### Placement by cell class

Bar = 50 µm.
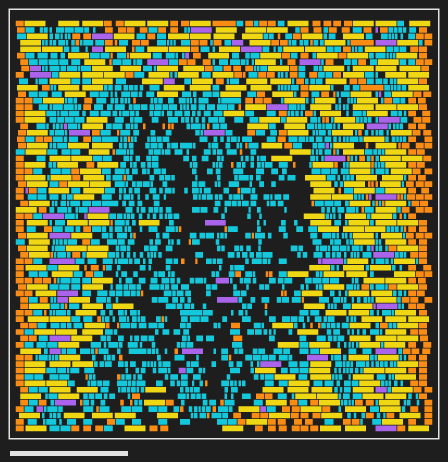
### Selected gate families

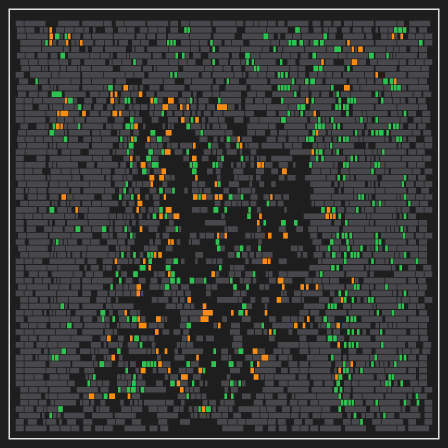
### Congestion heat map

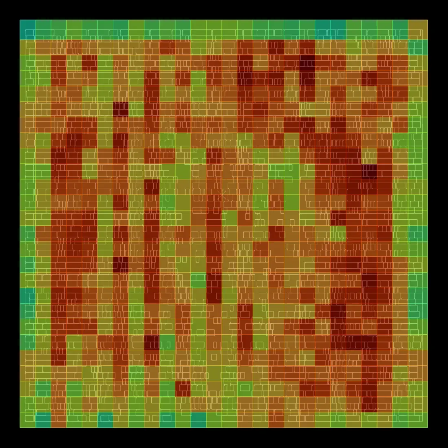
### Routed metal per tile

Bar = 50 µm. 36 x 36 tiles, from black (low) to pale yellow (high), scaled to the fullest tile. Values are wire area over tile area, all layers added.
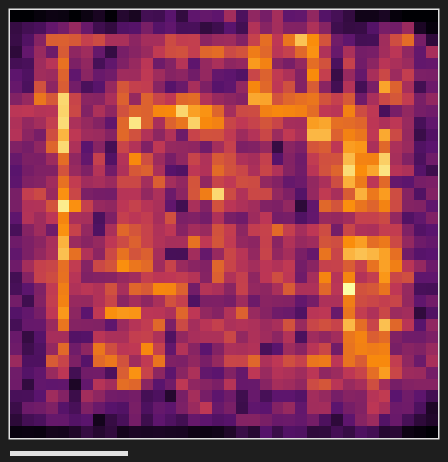
[config.mk]
export PLATFORM = sky130hd
export DESIGN_NAME = branch_exec_unit_flat
export DESIGN_NICKNAME = d
export VERILOG_FILES = /design/src/rtl/branch_exec_unit_if.sv /design/src/rtl/branch_exec_unit.sv /design/src/flat_wrapper.sv
export SDC_FILE = /design/constraint.sdc
export NUM_CORES = 1
export LEC_CHECK = 0
export CAP_MARGIN = 20
export CORE_MARGIN = 2
export CORE_UTILIZATION = 59
export DETAILED_ROUTE_END_ITERATION = 6
export GPL_TIMING_DRIVEN = 0
export PLACE_DENSITY = 0.87
export SLEW_MARGIN = 20
export SYNTH_ARGS = -nofsm -noshare
export SYNTH_HDL_FRONTEND = slang
export SYNTH_SLANG_ARGS = --single-unit
[constraint.sdc]
create_clock -name clock -period 22.5 [get_ports clock]
set_clock_uncertainty 0.15 [all_clocks]
set_input_delay 5.625 -clock clock [delete_from_list [all_inputs] [get_ports clock]]
set_output_delay 5.625 -clock clock [all_outputs]
set_load 0.01 [all_outputs]
[src/rtl/branch_exec_unit_if.sv]
// Op-issue and result handshake bundle for the branch execution unit.
// The slave modport is the unit; the master modport is the issuer/consumer.
interface branch_exec_unit_if #(
  parameter int unsigned XLEN  = 32,
  parameter int unsigned TAG_W = 5
);
  logic             in_valid;
  logic             in_ready;
  logic [1:0]       in_op;
  logic [2:0]       in_func;
  logic [XLEN-1:0]  in_rs1;
  logic [XLEN-1:0]  in_rs2;
  logic [XLEN-1:0]  in_pc;
  logic [XLEN-1:0]  in_imm;
  logic             in_pred_taken;
  logic [XLEN-1:0]  in_pred_target;
  logic [TAG_W-1:0] in_tag;

  logic             out_valid;
  logic             out_ready;
  logic [TAG_W-1:0] out_tag;
  logic             out_taken;
  logic [XLEN-1:0]  out_target;
  logic [XLEN-1:0]  out_next_pc;
  logic [XLEN-1:0]  out_link;
  logic             out_mispredict;

  modport slave (
    input  in_valid, in_op, in_func, in_rs1, in_rs2, in_pc, in_imm,
           in_pred_taken, in_pred_target, in_tag, out_ready,
    output in_ready, out_valid, out_tag, out_taken, out_target,
           out_next_pc, out_link, out_mispredict
  );

  modport master (
    output in_valid, in_op, in_func, in_rs1, in_rs2, in_pc, in_imm,
           in_pred_taken, in_pred_target, in_tag, out_ready,
    input  in_ready, out_valid, out_tag, out_taken, out_target,
           out_next_pc, out_link, out_mispredict
  );
endinterface

[src/rtl/branch_exec_unit.sv]
// Two-stage branch/jump resolution unit: S1 latches operands, S2 latches the
// resolved outcome; saturating counters track retired and mispredicted ops.
module branch_exec_unit #(
  parameter int unsigned XLEN  = 32,
  parameter int unsigned TAG_W = 5,
  parameter int unsigned CNT_W = 16
) (
  input  logic                 clock,
  input  logic                 reset,
  input  logic                 flush,
  branch_exec_unit_if.slave    bus,
  output logic [CNT_W-1:0]     br_count,
  output logic [CNT_W-1:0]     mispred_count
);

  typedef enum logic [1:0] {
    OP_BR   = 2'd0,
    OP_JAL  = 2'd1,
    OP_JALR = 2'd2,
    OP_RSV  = 2'd3
  } op_e;

  // S1 operand latch
  logic             s1_valid_q;
  op_e              s1_op_q;
  logic [2:0]       s1_func_q;
  logic [XLEN-1:0]  s1_rs1_q, s1_rs2_q, s1_pc_q, s1_imm_q, s1_ptgt_q;
  logic             s1_ptaken_q;
  logic [TAG_W-1:0] s1_tag_q;

  // S2 result latch
  logic             s2_valid_q;
  logic [TAG_W-1:0] s2_tag_q;
  logic             s2_taken_q;
  logic [XLEN-1:0]  s2_target_q, s2_next_pc_q, s2_link_q;
  logic             s2_mis_q;

  logic [CNT_W-1:0] br_count_q, br_count_d;
  logic [CNT_W-1:0] mis_count_q, mis_count_d;

  logic             handshake_c, s1_adv_c, in_ready_c, accept_c, count_en_c;
  logic             br_cond_c, taken_c, mis_c;
  logic [XLEN-1:0]  sum_pc_c, sum_rs_c, link_c, target_c, next_pc_c;

  assign handshake_c = s2_valid_q && bus.out_ready;
  assign s1_adv_c    = s1_valid_q && (!s2_valid_q || handshake_c);
  assign in_ready_c  = !reset && !flush && (!s1_valid_q || s1_adv_c);
  assign accept_c    = bus.in_valid && in_ready_c;
  assign count_en_c  = handshake_c && !flush;

  // Resolve condition, target and prediction check from S1 operands
  always_comb begin
    sum_pc_c = s1_pc_q + s1_imm_q;
    sum_rs_c = s1_rs1_q + s1_imm_q;
    link_c   = s1_pc_q + XLEN'(4);
    br_cond_c = 1'b0;
    case (s1_func_q)
      3'b000:  br_cond_c = (s1_rs1_q == s1_rs2_q);
      3'b001:  br_cond_c = (s1_rs1_q != s1_rs2_q);
      3'b100:  br_cond_c = ($signed(s1_rs1_q) <  $signed(s1_rs2_q));
      3'b101:  br_cond_c = ($signed(s1_rs1_q) >= $signed(s1_rs2_q));
      3'b110:  br_cond_c = (s1_rs1_q <  s1_rs2_q);
      3'b111:  br_cond_c = (s1_rs1_q >= s1_rs2_q);
      default: br_cond_c = 1'b0;
    endcase
    taken_c  = 1'b0;
    target_c = sum_pc_c;
    case (s1_op_q)
      OP_BR:   taken_c = br_cond_c;
      OP_JAL:  taken_c = 1'b1;
      OP_JALR: begin
        taken_c  = 1'b1;
        target_c = {sum_rs_c[XLEN-1:1], 1'b0};
      end
      default: taken_c = 1'b0;
    endcase
    next_pc_c = taken_c ? target_c : link_c;
    mis_c     = (taken_c != s1_ptaken_q) || (taken_c && (target_c != s1_ptgt_q));
  end

  always_ff @(posedge clock or posedge reset) begin
    if (reset) begin
      s1_valid_q  <= 1'b0;
      s1_op_q     <= OP_BR;
      s1_func_q   <= 3'd0;
      s1_rs1_q    <= '0;
      s1_rs2_q    <= '0;
      s1_pc_q     <= '0;
      s1_imm_q    <= '0;
      s1_ptaken_q <= 1'b0;
      s1_ptgt_q   <= '0;
      s1_tag_q    <= '0;
    end else begin
      if (flush)         s1_valid_q <= 1'b0;
      else if (accept_c) s1_valid_q <= 1'b1;
      else if (s1_adv_c) s1_valid_q <= 1'b0;
      if (accept_c) begin
        s1_op_q     <= op_e'(bus.in_op);
        s1_func_q   <= bus.in_func;
        s1_rs1_q    <= bus.in_rs1;
        s1_rs2_q    <= bus.in_rs2;
        s1_pc_q     <= bus.in_pc;
        s1_imm_q    <= bus.in_imm;
        s1_ptaken_q <= bus.in_pred_taken;
        s1_ptgt_q   <= bus.in_pred_target;
        s1_tag_q    <= bus.in_tag;
      end
    end
  end

  always_ff @(posedge clock or posedge reset) begin
    if (reset) begin
      s2_valid_q   <= 1'b0;
      s2_tag_q     <= '0;
      s2_taken_q   <= 1'b0;
      s2_target_q  <= '0;
      s2_next_pc_q <= '0;
      s2_link_q    <= '0;
      s2_mis_q     <= 1'b0;
    end else begin
      if (flush)            s2_valid_q <= 1'b0;
      else if (s1_adv_c)    s2_valid_q <= 1'b1;
      else if (handshake_c) s2_valid_q <= 1'b0;
      if (s1_adv_c && !flush) begin
        s2_tag_q     <= s1_tag_q;
        s2_taken_q   <= taken_c;
        s2_target_q  <= target_c;
        s2_next_pc_q <= next_pc_c;
        s2_link_q    <= link_c;
        s2_mis_q     <= mis_c;
      end
    end
  end

  // Saturating performance counters, bumped on retired handshakes only
  always_comb begin
    br_count_d  = br_count_q;
    mis_count_d = mis_count_q;
    if (count_en_c && (br_count_q != '1))
      br_count_d = br_count_q + CNT_W'(1);
    if (count_en_c && s2_mis_q && (mis_count_q != '1))
      mis_count_d = mis_count_q + CNT_W'(1);
  end

  always_ff @(posedge clock or posedge reset) begin
    if (reset) begin
      br_count_q  <= '0;
      mis_count_q <= '0;
    end else begin
      br_count_q  <= br_count_d;
      mis_count_q <= mis_count_d;
    end
  end

  assign bus.in_ready       = in_ready_c;
  assign bus.out_valid      = s2_valid_q;
  assign bus.out_tag        = s2_tag_q;
  assign bus.out_taken      = s2_taken_q;
  assign bus.out_target     = s2_target_q;
  assign bus.out_next_pc    = s2_next_pc_q;
  assign bus.out_link       = s2_link_q;
  assign bus.out_mispredict = s2_mis_q;
  assign br_count           = br_count_q;
  assign mispred_count      = mis_count_q;

endmodule

[src/flat_wrapper.sv]
// flat-port wrapper written by rule: the top's interface ports become plain ports
module branch_exec_unit_flat 
#(
  parameter int unsigned XLEN  = 32,
  parameter int unsigned TAG_W = 5,
  parameter int unsigned CNT_W = 16
)
  (clock, reset, flush, br_count, mispred_count, bus_in_valid, bus_in_op, bus_in_func, bus_in_rs1, bus_in_rs2, bus_in_pc, bus_in_imm, bus_in_pred_taken, bus_in_pred_target, bus_in_tag, bus_out_ready, bus_in_ready, bus_out_valid, bus_out_tag, bus_out_taken, bus_out_target, bus_out_next_pc, bus_out_link, bus_out_mispredict);
  branch_exec_unit_if #(.XLEN(XLEN), .TAG_W(TAG_W)) bus_i ();
  input  logic clock;
  input  logic reset;
  input  logic flush;
  output logic [CNT_W-1:0] br_count;
  output logic [CNT_W-1:0] mispred_count;
  input wire logic [$bits(bus_i.in_valid)-1:0] bus_in_valid;
  input wire logic [$bits(bus_i.in_op)-1:0] bus_in_op;
  input wire logic [$bits(bus_i.in_func)-1:0] bus_in_func;
  input wire logic [$bits(bus_i.in_rs1)-1:0] bus_in_rs1;
  input wire logic [$bits(bus_i.in_rs2)-1:0] bus_in_rs2;
  input wire logic [$bits(bus_i.in_pc)-1:0] bus_in_pc;
  input wire logic [$bits(bus_i.in_imm)-1:0] bus_in_imm;
  input wire logic [$bits(bus_i.in_pred_taken)-1:0] bus_in_pred_taken;
  input wire logic [$bits(bus_i.in_pred_target)-1:0] bus_in_pred_target;
  input wire logic [$bits(bus_i.in_tag)-1:0] bus_in_tag;
  input wire logic [$bits(bus_i.out_ready)-1:0] bus_out_ready;
  output wire logic [$bits(bus_i.in_ready)-1:0] bus_in_ready;
  output wire logic [$bits(bus_i.out_valid)-1:0] bus_out_valid;
  output wire logic [$bits(bus_i.out_tag)-1:0] bus_out_tag;
  output wire logic [$bits(bus_i.out_taken)-1:0] bus_out_taken;
  output wire logic [$bits(bus_i.out_target)-1:0] bus_out_target;
  output wire logic [$bits(bus_i.out_next_pc)-1:0] bus_out_next_pc;
  output wire logic [$bits(bus_i.out_link)-1:0] bus_out_link;
  output wire logic [$bits(bus_i.out_mispredict)-1:0] bus_out_mispredict;
  assign bus_i.in_valid = bus_in_valid;
  assign bus_i.in_op = bus_in_op;
  assign bus_i.in_func = bus_in_func;
  assign bus_i.in_rs1 = bus_in_rs1;
  assign bus_i.in_rs2 = bus_in_rs2;
  assign bus_i.in_pc = bus_in_pc;
  assign bus_i.in_imm = bus_in_imm;
  assign bus_i.in_pred_taken = bus_in_pred_taken;
  assign bus_i.in_pred_target = bus_in_pred_target;
  assign bus_i.in_tag = bus_in_tag;
  assign bus_i.out_ready = bus_out_ready;
  assign bus_in_ready = bus_i.in_ready;
  assign bus_out_valid = bus_i.out_valid;
  assign bus_out_tag = bus_i.out_tag;
  assign bus_out_taken = bus_i.out_taken;
  assign bus_out_target = bus_i.out_target;
  assign bus_out_next_pc = bus_i.out_next_pc;
  assign bus_out_link = bus_i.out_link;
  assign bus_out_mispredict = bus_i.out_mispredict;
  branch_exec_unit #(.XLEN(XLEN), .TAG_W(TAG_W), .CNT_W(CNT_W)) u_core (.clock(clock), .reset(reset), .flush(flush), .bus(bus_i), .br_count(br_count), .mispred_count(mispred_count));
endmodule
==> results.txt <==
yosys + openroad results -> hold slack=0.331 ns, routing usage on met1=51.5%, Mapped Nets=2,174, PnR Total Power=2590 µW, failing checks=DRC, Top cell excl fill/tap=clkdlybuf4s50_1, R2R cell count=12, cells after synthesis=1,897, clock network power=502 µW, Psw=1080 µW, Top class by area=logic gates, Log Warnings=30, flip-flops=308, placed cells=2,608, Gate Area=0.0102 mm², Clk network pwr share=19.4%, met3 WL post-DR=5760 µm, drt first-iter violations=1,786, Adder Share, Synth=6.90%, Non-clock buffers=410, Ant. Diodes=1, fmax=76.7 MHz, fp_density=60.2%, Post-CTS Setup Bufs=0, Die X=181 µm, ANT nets after route=0, Crit path depth=4, Setup crit end kind=output pin, average size of a mapped cell=9.76 µm², Layout Area Growth over Synthesis=25.2%, status=finished, violations left, cycle use final=57.9%, TNS Setup=0 ns, Synth top cells by count=dfrtp_1, nand2_1, mux2_2, o21ai_0, ha_1, leak pwr=0.0102 µW, inverters=64, Final setup viols=0, area of the core=0.0307 mm², GRT Total Usage=39.1%, max layer used=met4, clock-cell share of area=4.16%, RSZ-0062 raised after global routing=no, first-pass GRT wire length=98,600 µm, R2R Path End=u_core.bus.out_mispredict, Worst Hold End=u_core.bus.out_tag[1], Main logic family=simple AND/OR/NAND/NOR gates, Placer Congestion=0.972, AO/OA Area Share=13.3%, met1 wire length=25,500 µm, Post-synth seq share=41.6%, DR DRC count=1, signal buffers share of area=15.5%, design area=0.0232 mm², crit path capture=bus_in_ready, global route total overflow=0, DP Worst Slack=9.45 ns, Synth cell types=90, die height=181 µm, min cycle time layout=13.04 ns, Comb/total area=43.9%, start point of the worst hold path=u_core.s1_tag_q[1], Reg-to-Reg Start=u_core.s1_op_q[0], cell taking the most area after synthesis=dfrtp_1, worst rel slew slack=33.2%, DIE AREA=0.0328 mm², num ports=313, M2 GR Usage=65.1%, row count=64, initial antenna violation count=2, Chip Area, Yosys=0.0185 mm², part of the power in registers=32.0%, Simple Share, Synth=15.4%, Slew @ Worst Pin=1.00 ns, startpoint types=input port, synthesized area=0.0185 mm², routed wl met2=30,700 µm, Multi-input comb cells=1,430, vias in the first global route=16,900, MUX area fraction=13.4%, WP buf/inv=3, clk_lat worst skew=0.59 ns
Back to the opening pictures, 'Placement by cell class':
purple -> clock drivers and dummy loads  # cells 53, share of their area 4.3%
orange -> remaining buffers and delay cells  # cells 410, share of their area 16%
yellow -> registers  # cells 308, share of their area 34%
cyan -> remaining logic cells  # cells 1,494, share of their area 46%

Back to the opening pictures, 'Selected gate families':
green -> nand cells  # cells 384, most used nand2_1, where all over the die
orange -> nor cells  # cells 152, most used nor2_1

Back to the opening pictures, 'Congestion heat map':
post-DR wirelength/cell: 24.5 µm
Core Util, Final: 75.4%

Back to the opening pictures, 'Routed metal per tile':
mean over tiles = 0.33
tiles over half the peak = 32%
nearly empty tiles = 0.90%
fullest tile = 0.79

Power and IR drop assume default switching activity.
